===== src/rtl/param_fifo.sv =====
// Parametrised single-clock FIFO with occupancy count, programmable almost-full/empty
// thresholds, sticky overflow/underflow flags and a synchronous flush.
module param_fifo #(
    parameter int Width       = 8,
    parameter int Depth       = 8,
    parameter int AlmostFull  = Depth - 2,
    parameter int AlmostEmpty = 1
) (
    input  logic                     clock,
    input  logic                     reset,
    input  logic [Width-1:0]         cData,
    input  logic                     cPush,
    input  logic                     cPop,
    input  logic                     cFlush,
    output logic [Width-1:0]         hData,
    output logic                     hFull,
    output logic                     hEmpty,
    output logic                     hAlmostFull,
    output logic                     hAlmostEmpty,
    output logic [$clog2(Depth):0]   hCount,
    output logic                     hOverflow,
    output logic                     hUnderflow
);

    localparam int AddrW  = $clog2(Depth);
    localparam int CountW = AddrW + 1;

    localparam logic [CountW-1:0] FullLevel = CountW'(Depth);
    localparam logic [CountW-1:0] AfLevel   = CountW'(AlmostFull);
    localparam logic [CountW-1:0] AeLevel   = CountW'(AlmostEmpty);

    logic [Width-1:0]  mem [Depth];
    logic [AddrW-1:0]  rd_ptr;
    logic [AddrW-1:0]  wr_ptr;
    logic [CountW-1:0] count;

    logic full;
    logic empty;
    logic wr_en;
    logic rd_en;
    logic bypass;
    logic set_ovf;
    logic set_udf;

    assign full         = (count == FullLevel);
    assign empty        = (count == '0);
    assign hFull        = full;
    assign hEmpty       = empty;
    assign hAlmostFull  = (count >= AfLevel);
    assign hAlmostEmpty = (count <= AeLevel);
    assign hCount       = count;

    // Decode the request pair; flush suppresses everything including the error flags.
    always_comb begin
        wr_en   = 1'b0;
        rd_en   = 1'b0;
        bypass  = 1'b0;
        set_ovf = 1'b0;
        set_udf = 1'b0;
        if (!cFlush) begin
            unique case ({cPush, cPop})
                2'b10: begin
                    if (full) set_ovf = 1'b1;
                    else      wr_en   = 1'b1;
                end
                2'b01: begin
                    if (empty) set_udf = 1'b1;
                    else       rd_en   = 1'b1;
                end
                2'b11: begin
                    if (empty) begin
                        bypass = 1'b1;
                    end else begin
                        wr_en = 1'b1;
                        rd_en = 1'b1;
                    end
                end
                default: ;
            endcase
        end
    end

    // When full the read and write share a slot; the read sees the old word.
    always_ff @(posedge clock) begin
        if (wr_en) mem[wr_ptr] <= cData;
    end

    always_ff @(posedge clock or negedge reset) begin
        if (!reset) begin
            rd_ptr     <= '0;
            wr_ptr     <= '0;
            count      <= '0;
            hData      <= '0;
            hOverflow  <= 1'b0;
            hUnderflow <= 1'b0;
        end else if (cFlush) begin
            rd_ptr     <= '0;
            wr_ptr     <= '0;
            count      <= '0;
            hOverflow  <= 1'b0;
            hUnderflow <= 1'b0;
        end else begin
            if (wr_en) wr_ptr <= wr_ptr + AddrW'(1);
            if (rd_en) begin
                hData  <= mem[rd_ptr];
                rd_ptr <= rd_ptr + AddrW'(1);
            end else if (bypass) begin
                hData <= cData;
            end
            if (wr_en && !rd_en)      count <= count + CountW'(1);
            else if (rd_en && !wr_en) count <= count - CountW'(1);
            if (set_ovf) hOverflow  <= 1'b1;
            if (set_udf) hUnderflow <= 1'b1;
        end
    end

endmodule


===== config.mk =====
export PLATFORM = sky130hd
export DESIGN_NAME = param_fifo
export DESIGN_NICKNAME = d
export VERILOG_FILES = /design/src/rtl/param_fifo.sv
export SDC_FILE = /design/constraint.sdc
export NUM_CORES = 1
export LEC_CHECK = 0
export ABC_AREA = 0
export CORE_MARGIN = 3
export CORE_UTILIZATION = 61
export CTS_CLUSTER_SIZE = 24
export DETAILED_ROUTE_END_ITERATION = 10
export PLACE_DENSITY = 0.83
export SYNTH_ARGS = -nofsm -noshare
export SYNTH_HDL_FRONTEND = slang
export SYNTH_SLANG_ARGS = --single-unit

===== constraint.sdc =====
create_clock -name clock -period 4.4 [get_ports clock]
set_clock_uncertainty 0.05 [all_clocks]
set_input_delay 0.66 -clock clock [delete_from_list [all_inputs] [get_ports clock]]
set_output_delay 0.66 -clock clock [all_outputs]
set_load 0.05 [all_outputs]

Routed metal per tile:
17 x 17 tiles, from dark blue (low) to red (high), scaled to the fullest tile. Values are wire area over tile area, all layers added.
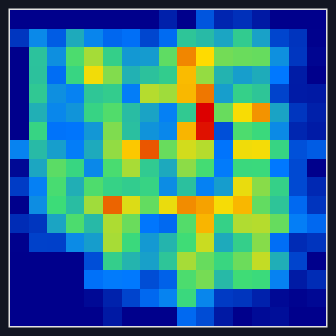
18% of the tiles are nearly empty. The mean over all tiles is 0.17. The emptiest ninth of the die: lower left. The densest ninth of the die: center. 25% of the tiles are over half the peak.

Clock distribution:
The bar under the picture is 20 um long.
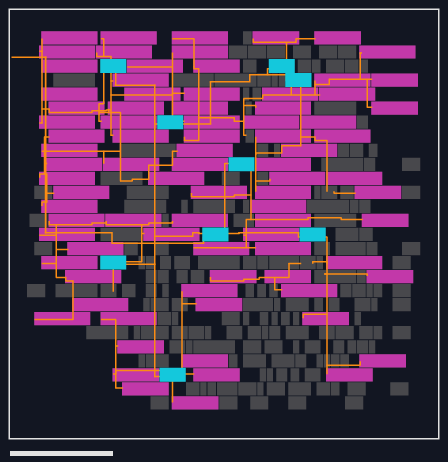
Cyan is clock-net drivers, count 9. Magenta is flip-flops, count 84. Orange is clock wires, length 877 um.
Position of the flops: all over the die. There are 10 routed clock nets.

Placed cells, one color a class:
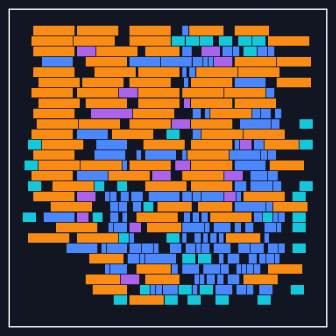
Cyan is remaining buffers and delay cells, cells 37, share of their area 8.6%. Purple is clock drivers and dummy loads, cells 16, share of their area 5.0%. Orange is registers, cells 84, share of their area 59%. Blue is remaining logic cells, cells 130, share of their area 27%.

-- state kept, by name, summed over array words and instances, names as in the netlist --
name,count
mem,64
hData,8
hCount,4
rd_ptr,3
wr_ptr,3
hOverflow,1
hUnderflow,1
-- per-stage QoR --
stage / power, mW / instances / area, um^2 / hold slack, ns / utilization [%]
after floorplan: 1.59 / 228 / 3610 / 0.314 / -
after global placement: 1.78 / 323 / 3980 / 0.426 / 71.0
after detailed placement: 1.81 / 323 / 3980 / 0.439 / 71.0
after CTS: 2.37 / 339 / 4180 / 0.459 / 74.6
after global routing: 2.48 / 339 / 4180 / 0.492 / 74.6
final: 2.36 / 339 / 4180 / 0.456 / 74.6
-- how the worst min path moves through the flow --
| stage | cells past startpoint | slack [ns] | to | start |
|---|---|---|---|---|
| 2_1_floorplan | 0 | 0.31 | hCount[0] | reset |
| 3_3_place_gp | 2 | 0.43 | hOverflow | hOverflow |
| 3_5_place_dp | 2 | 0.44 | hUnderflow | hUnderflow |
| 4_1_cts | 2 | 0.46 | hOverflow | hOverflow |
| 5_1_grt | 2 | 0.49 | hUnderflow | hUnderflow |
| 6_report | 2 | 0.46 | hOverflow | hOverflow |
-- power by group through the flow --
stage,Sequential [mW],Combinational [mW],Clock [mW]
after floorplan,1.15,0.444,0
after global placement,1.03,0.749,0
after detailed placement,1.04,0.766,0
after CTS,1.03,0.770,0.572
after global routing,1.04,0.816,0.622
final,1.02,0.768,0.562
-- layer usage --
layer	track usage [%]	vias up
li1	-	960
met1	31.1	1081
met2	34.8	85
met3	6.55	15
met4	8.02	0
met5	0	-
-- worst register-to-register path, cell delays in order (launching register included) --
cell	delay, ns
dfrtp_1	0.49
inv_1	0.11
ha_1	0.25
nand2b_1	0.20
o21ai_4	0.14
or3b_1	0.45
nor2_1	0.62
==> deck_impl_summary.md <==
Implementation Results

Detailed routing
  • DR vias: 2141
  • DRC errors left: 0
  • WL met2: 3.59 mm
  • Met3 WL: 465 um
  • Post-route ant nets: 0
  • DRT Pass-1 Iters: 5

Yosys
  • Unique cell type count in the Yosys netlist: 42
  • Post-Syn Instances: 228
  • Adders+Majority by Area: 2.08%
  • Yosys reg bits: 84
  • Yosys Warn Count: 0
  • Top post-synthesis cells by count: 64 x edfxtp_1, 20 x dfrtp_1, 16 x mux4_2, 16 x nor2_1, 14 x nand2_1
  • Xor+xnor area frac: 2.04%
  • Yosys simple share: 11.3%
  • Post-synth EDFFs: 64
  • Area share, top type: 53.2%
  • Mux area share: 10.3%

Setup path
  • CP max stage delay: 0.83 ns
  • Setup CP Type: register to output port
  • Crit path DAT: 2.87 ns
  • Worst EP required: 3.69 ns
  • Max stage delay cell, worst path: clkdlybuf4s50_1

Timing
  • Worst-Margin Slew: 1.09 ns
  • Slew Limit Fails: 0
  • Final worst slack: 0.822 ns
  • Final Cycle Share: 81.3%

CTS
  • Clk latency late pin: 0.35 ns
  • Num CTS Buffers: 9
  • Reg clk slew, reported paths: 0.08 ns
  • Total number of H-tree levels: 3

Global routing
  • GRT Total Usage: 22.6%
  • Global-route wire length before repair: 11.6 mm
  • Initial antenna violation count: 0
  • Number of global-route vias before repair: 2093

Placement
  • HPWL after DPL: 4.71 mm
  • Port Buffers: 30

Power
  • Flop pwr share: 43.5%
  • Maximum vdd drop: 0.360 mV
  • LEAKAGE: 1.47 nW

Cells and area
  • P&R area growth vs syn: 15.9%
  • Most numerous logic cells after layout: 64 x edfxtp_1, 30 x clkdlybuf4s50_1, 20 x dfrtp_1
  • Ant. Diodes: 0

Outcome
  • Status: completed

Floorplanning
  • Die X-Extent: 82.9 um

Worst hold path
  • Hold crit path type: register to register
Power and IR drop assume default switching activity.
